--- config.mk ---
export PLATFORM = sky130hd
export DESIGN_NAME = part_1_init_xchg
export DESIGN_NICKNAME = d
export VERILOG_FILES = /design/src/rtl/part_1_init_xchg.sv
export SDC_FILE = /design/constraint.sdc
export NUM_CORES = 1
export LEC_CHECK = 0
export CAP_MARGIN = 20
export CELL_PAD_IN_SITES_DETAIL_PLACEMENT = 0
export CELL_PAD_IN_SITES_GLOBAL_PLACEMENT = 2
export CORE_AREA = 2 2 120 122
export DETAILED_ROUTE_END_ITERATION = 16
export DIE_AREA = 0 0 122 124
export HOLD_SLACK_MARGIN = 0.12
export PLACE_DENSITY = 0.83
export SYNTH_ARGS = -nofsm -noshare
export SYNTH_HDL_FRONTEND = slang
export SYNTH_SLANG_ARGS = --single-unit
export TNS_END_PERCENT = 1
--- constraint.sdc ---
create_clock -name clk_i -period 4 [get_ports clk_i]
set_input_delay 0.8 -clock clk_i [delete_from_list [all_inputs] [get_ports clk_i]]
set_output_delay 0.8 -clock clk_i [all_outputs]
set_load 0.005 [all_outputs]
--- src/rtl/part_1_init_xchg.sv ---
// Initiator-side vector exchange controller: snapshots each mission clock's outbound vector on its rising edge,
// freezes that clock, trades the vector with the target over put/get handshakes and releases the freeze on a matching reply.
module part_1_init_xchg #(
  parameter int NUM_CLK  = 4,
  parameter int W        = 9,
  parameter int WDOG_MAX = 10000
) (
  input  logic                 clk_i,
  input  logic                 rst_i,
  input  logic [NUM_CLK-1:0]   clk_h,
  input  logic [NUM_CLK*W-1:0] tx_vec_i,
  output logic [NUM_CLK-1:0]   freeze_clk,
  output logic                 put_valid,
  input  logic                 put_ready,
  output logic [2:0]           put_idx,
  output logic [W-1:0]         put_data,
  input  logic                 get_valid,
  input  logic [2:0]           get_idx,
  input  logic [W-1:0]         get_data,
  output logic [NUM_CLK*W-1:0] rx_vec_o,
  output logic [NUM_CLK-1:0]   rx_vld_o,
  output logic                 busy_o,
  output logic [2:0]           err_o
);

  localparam int SW = $clog2(NUM_CLK);
  localparam int DW = $clog2(WDOG_MAX + 1);

  typedef enum logic [1:0] {S_IDLE, S_SEND, S_WAIT, S_HALT} state_t;
  state_t r_state, w_state_next;

  logic [NUM_CLK-1:0]   r_clk_h_d, r_pending, r_rx_vld;
  logic [NUM_CLK-1:0]   w_ev, w_set, w_clr;
  logic [W-1:0]         r_tx_buf [NUM_CLK];
  logic [NUM_CLK*W-1:0] r_rx_vec;
  logic [SW-1:0]        r_sel, w_low;
  logic [DW-1:0]        r_wdog;
  logic                 r_put_valid;
  logic [2:0]           r_put_idx;
  logic [W-1:0]         r_put_data;
  logic [2:0]           r_err;
  logic                 w_any, w_hs, w_idx_ok, w_match, w_mismatch, w_timeout;

  assign w_ev       = clk_h & ~r_clk_h_d;
  assign w_any      = |r_pending;
  assign w_hs       = r_put_valid & put_ready;
  // Upper index bits must be in range, otherwise an alias of sel would be accepted.
  assign w_idx_ok   = (int'(get_idx) < NUM_CLK) && (get_idx[SW-1:0] == r_sel);
  assign w_match    = (r_state == S_WAIT) && get_valid && w_idx_ok;
  assign w_mismatch = (r_state == S_WAIT) && get_valid && !w_idx_ok;
  assign w_timeout  = (r_state == S_WAIT) && !w_match && (r_wdog == DW'(WDOG_MAX));

  generate
    for (genvar gi = 0; gi < NUM_CLK; gi++) begin : g_slice
      assign w_set[gi] = w_ev[gi] & ~r_pending[gi];
      assign w_clr[gi] = w_match & (r_sel == SW'(gi));
    end
  endgenerate

  always_comb begin
    w_low = '0;
    for (int i = NUM_CLK - 1; i >= 0; i--) begin
      if (r_pending[i]) w_low = SW'(i);
    end
  end

  always_ff @(posedge clk_i) begin
    if (rst_i) r_state <= S_IDLE;
    else       r_state <= w_state_next;
  end

  always_comb begin
    w_state_next = r_state;
    case (r_state)
      S_IDLE: if (w_any) w_state_next = S_SEND;
      S_SEND: if (w_hs) w_state_next = S_WAIT;
      S_WAIT: begin
        if (w_match)        w_state_next = S_IDLE;
        else if (w_timeout) w_state_next = S_HALT;
      end
      default: w_state_next = S_HALT;
    endcase
  end

  // Snapshot buffer: an event that overruns a pending slot leaves the stored vector untouched.
  always_ff @(posedge clk_i) begin
    for (int i = 0; i < NUM_CLK; i++) begin
      if (w_set[i]) r_tx_buf[i] <= tx_vec_i[i*W +: W];
    end
  end

  always_ff @(posedge clk_i) begin
    if (rst_i) begin
      r_clk_h_d <= '0;
      r_pending <= '0;
      r_rx_vld  <= '0;
      r_rx_vec  <= '0;
    end else begin
      r_clk_h_d <= clk_h;
      r_pending <= (r_pending & ~w_clr) | w_set;
      r_rx_vld  <= w_clr;
      for (int i = 0; i < NUM_CLK; i++) begin
        if (w_clr[i]) r_rx_vec[i*W +: W] <= get_data;
      end
    end
  end

  always_ff @(posedge clk_i) begin
    if (rst_i) begin
      r_put_valid <= 1'b0;
      r_put_idx   <= '0;
      r_put_data  <= '0;
      r_sel       <= '0;
      r_wdog      <= '0;
      r_err       <= '0;
    end else begin
      case (r_state)
        S_IDLE: begin
          if (w_any) begin
            r_put_valid <= 1'b1;
            r_put_idx   <= 3'(w_low);
            r_put_data  <= r_tx_buf[w_low];
            r_sel       <= w_low;
          end
        end
        S_SEND: begin
          if (w_hs) begin
            r_put_valid <= 1'b0;
            r_wdog      <= '0;
          end
        end
        S_WAIT: begin
          if (r_wdog != DW'(WDOG_MAX)) r_wdog <= r_wdog + DW'(1);
        end
        default: r_put_valid <= 1'b0;
      endcase
      r_err[0] <= r_err[0] | (|(w_ev & r_pending));
      r_err[1] <= r_err[1] | w_mismatch;
      r_err[2] <= r_err[2] | w_timeout;
    end
  end

  assign freeze_clk = r_pending;
  assign put_valid  = r_put_valid;
  assign put_idx    = r_put_idx;
  assign put_data   = r_put_data;
  assign rx_vec_o   = r_rx_vec;
  assign rx_vld_o   = r_rx_vld;
  assign busy_o     = (r_state != S_IDLE);
  assign err_o      = r_err;

endmodule

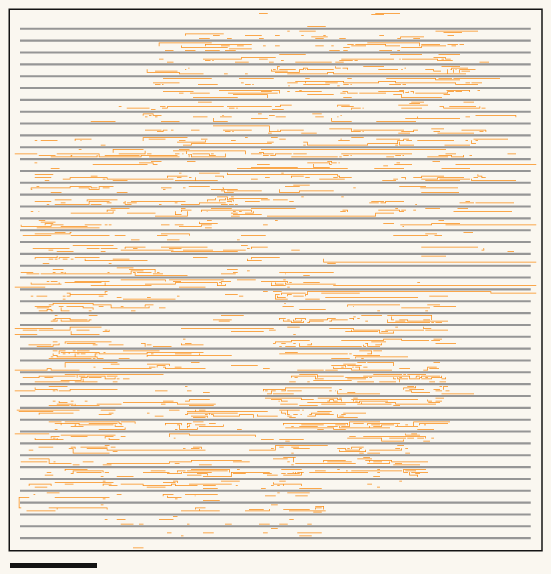
(M1 wires)
The bar under the picture is 20 um long. Supply wires on this layer in grey.
share of all routed wire	42%
nets with wire on the layer	511

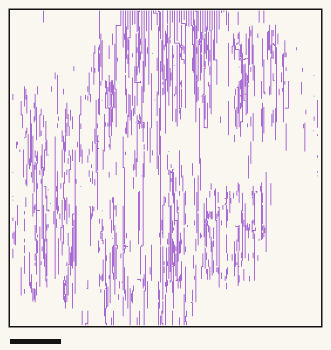
(metal 2)
The bar under the picture is 20 um long.
longest straight run	56.1 um
main direction	vertical
wire length on this layer	5650 um
nets with wire on the layer	486

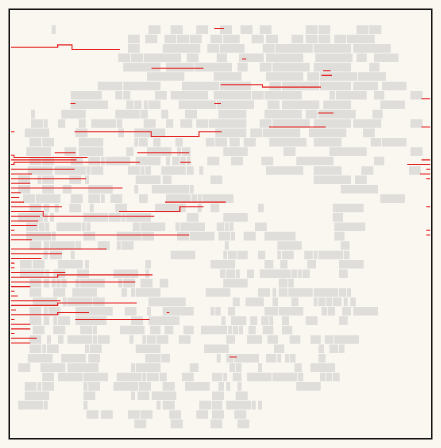
(met3 routing)
Cells faint in the background.
longest straight run	51.3 um
nets with wire on the layer	62

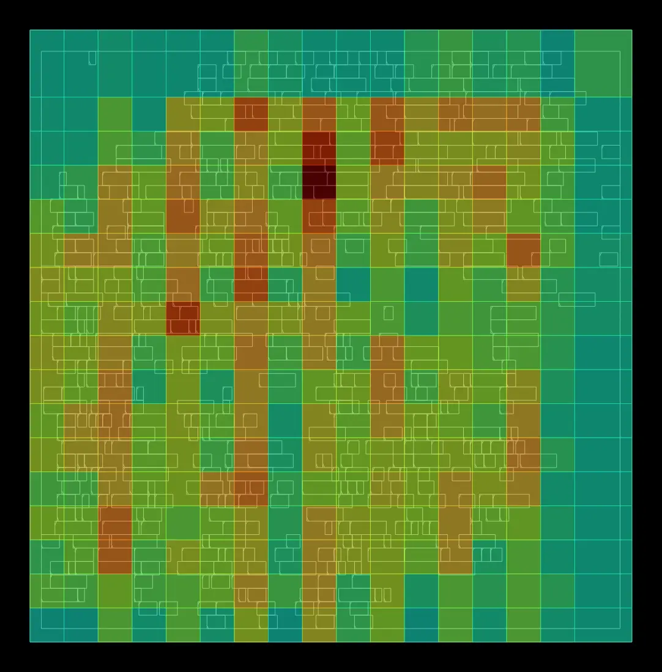
(routing congestion)
GR met3 Demand/Resource: 0.0733
GR Util met2: 0.249
Wirelength per Cell: 16.7 um
total global-route track usage: 0.156

==> out/qor.rpt <==
==============================================================================
Peak ir drop on the vdd network                                       0.285 mV
Mux area share                                                           0.111
Critical Path Source Type                                         primary input
Post-route clock period utilization                                      0.624
Cell group occupying the most layout area                            registers
Headroom to the max-slew limit                                           0.317
P per Cell Area                                                    495 mW/mm^2
Post-CTS Hold Buffers                                                        0
Sequential share of power                                                0.409
Routing usage on met1                                                    0.184
Class of the most critical setup path                             primary input to register
Number of sinks driven by the clock tree                                   115
Worst Setup Slack post-DPL                                             1.06 ns
Antenna viol nets, final                                                     0
DP HPWL                                                                7990 um
Post-synth net total                                                       438
RSZ-0062 raised after global routing                                        no
Worst Reg2Reg Path Length in Cells                                           5
Largest incremental delay on the critical path                         0.56 ns
Average cell area after synthesis                                    11.7 um^2
Proportion of layout cells with a drive suffix above 1                   0.106
Kind of end point of the critical path                                register
Most used logic cell in the final layout                          clkdlybuf4s50_1
Run status                                                        finished, final reports clean
Routability-driven placement congestion ratio                            0.766
# H-tree levels                                                              4
Core area                                                          0.0137 mm^2
Proportion of netlist area held by the largest area contributor          0.356
Antenna violations before repair                                             0
Total gr overflow                                                            0
Total wire length after detailed routing                              11500 um
Data arrival time of the worst path                                    2.77 ns
Fraction of cell area in non-clock buffers                               0.184
Placed cell count                                                          657
Critical path destination                                         rx_vec_o[11]$_SDFFE_PP0N_
Pin count of the biggest net entering global routing                        45
Total negative slack                                                      0 ns
Power of the combinational group                                        269 uW
Fin worst setup slack                                                  1.50 ns
Clk cell area share                                                     0.0984
Post-synthesis instance total                                              380
Layout Cells excl Fill                                                     689
Area Growth Syn to Fin                                                   43.1%
Instance area after placement                                     0.00573 mm^2
Cell accounting for the most synthesized area                          dfxtp_1
Req. time, crit path                                                   4.27 ns
==============================================================================
Power is estimated from default activity; no workload was simulated.
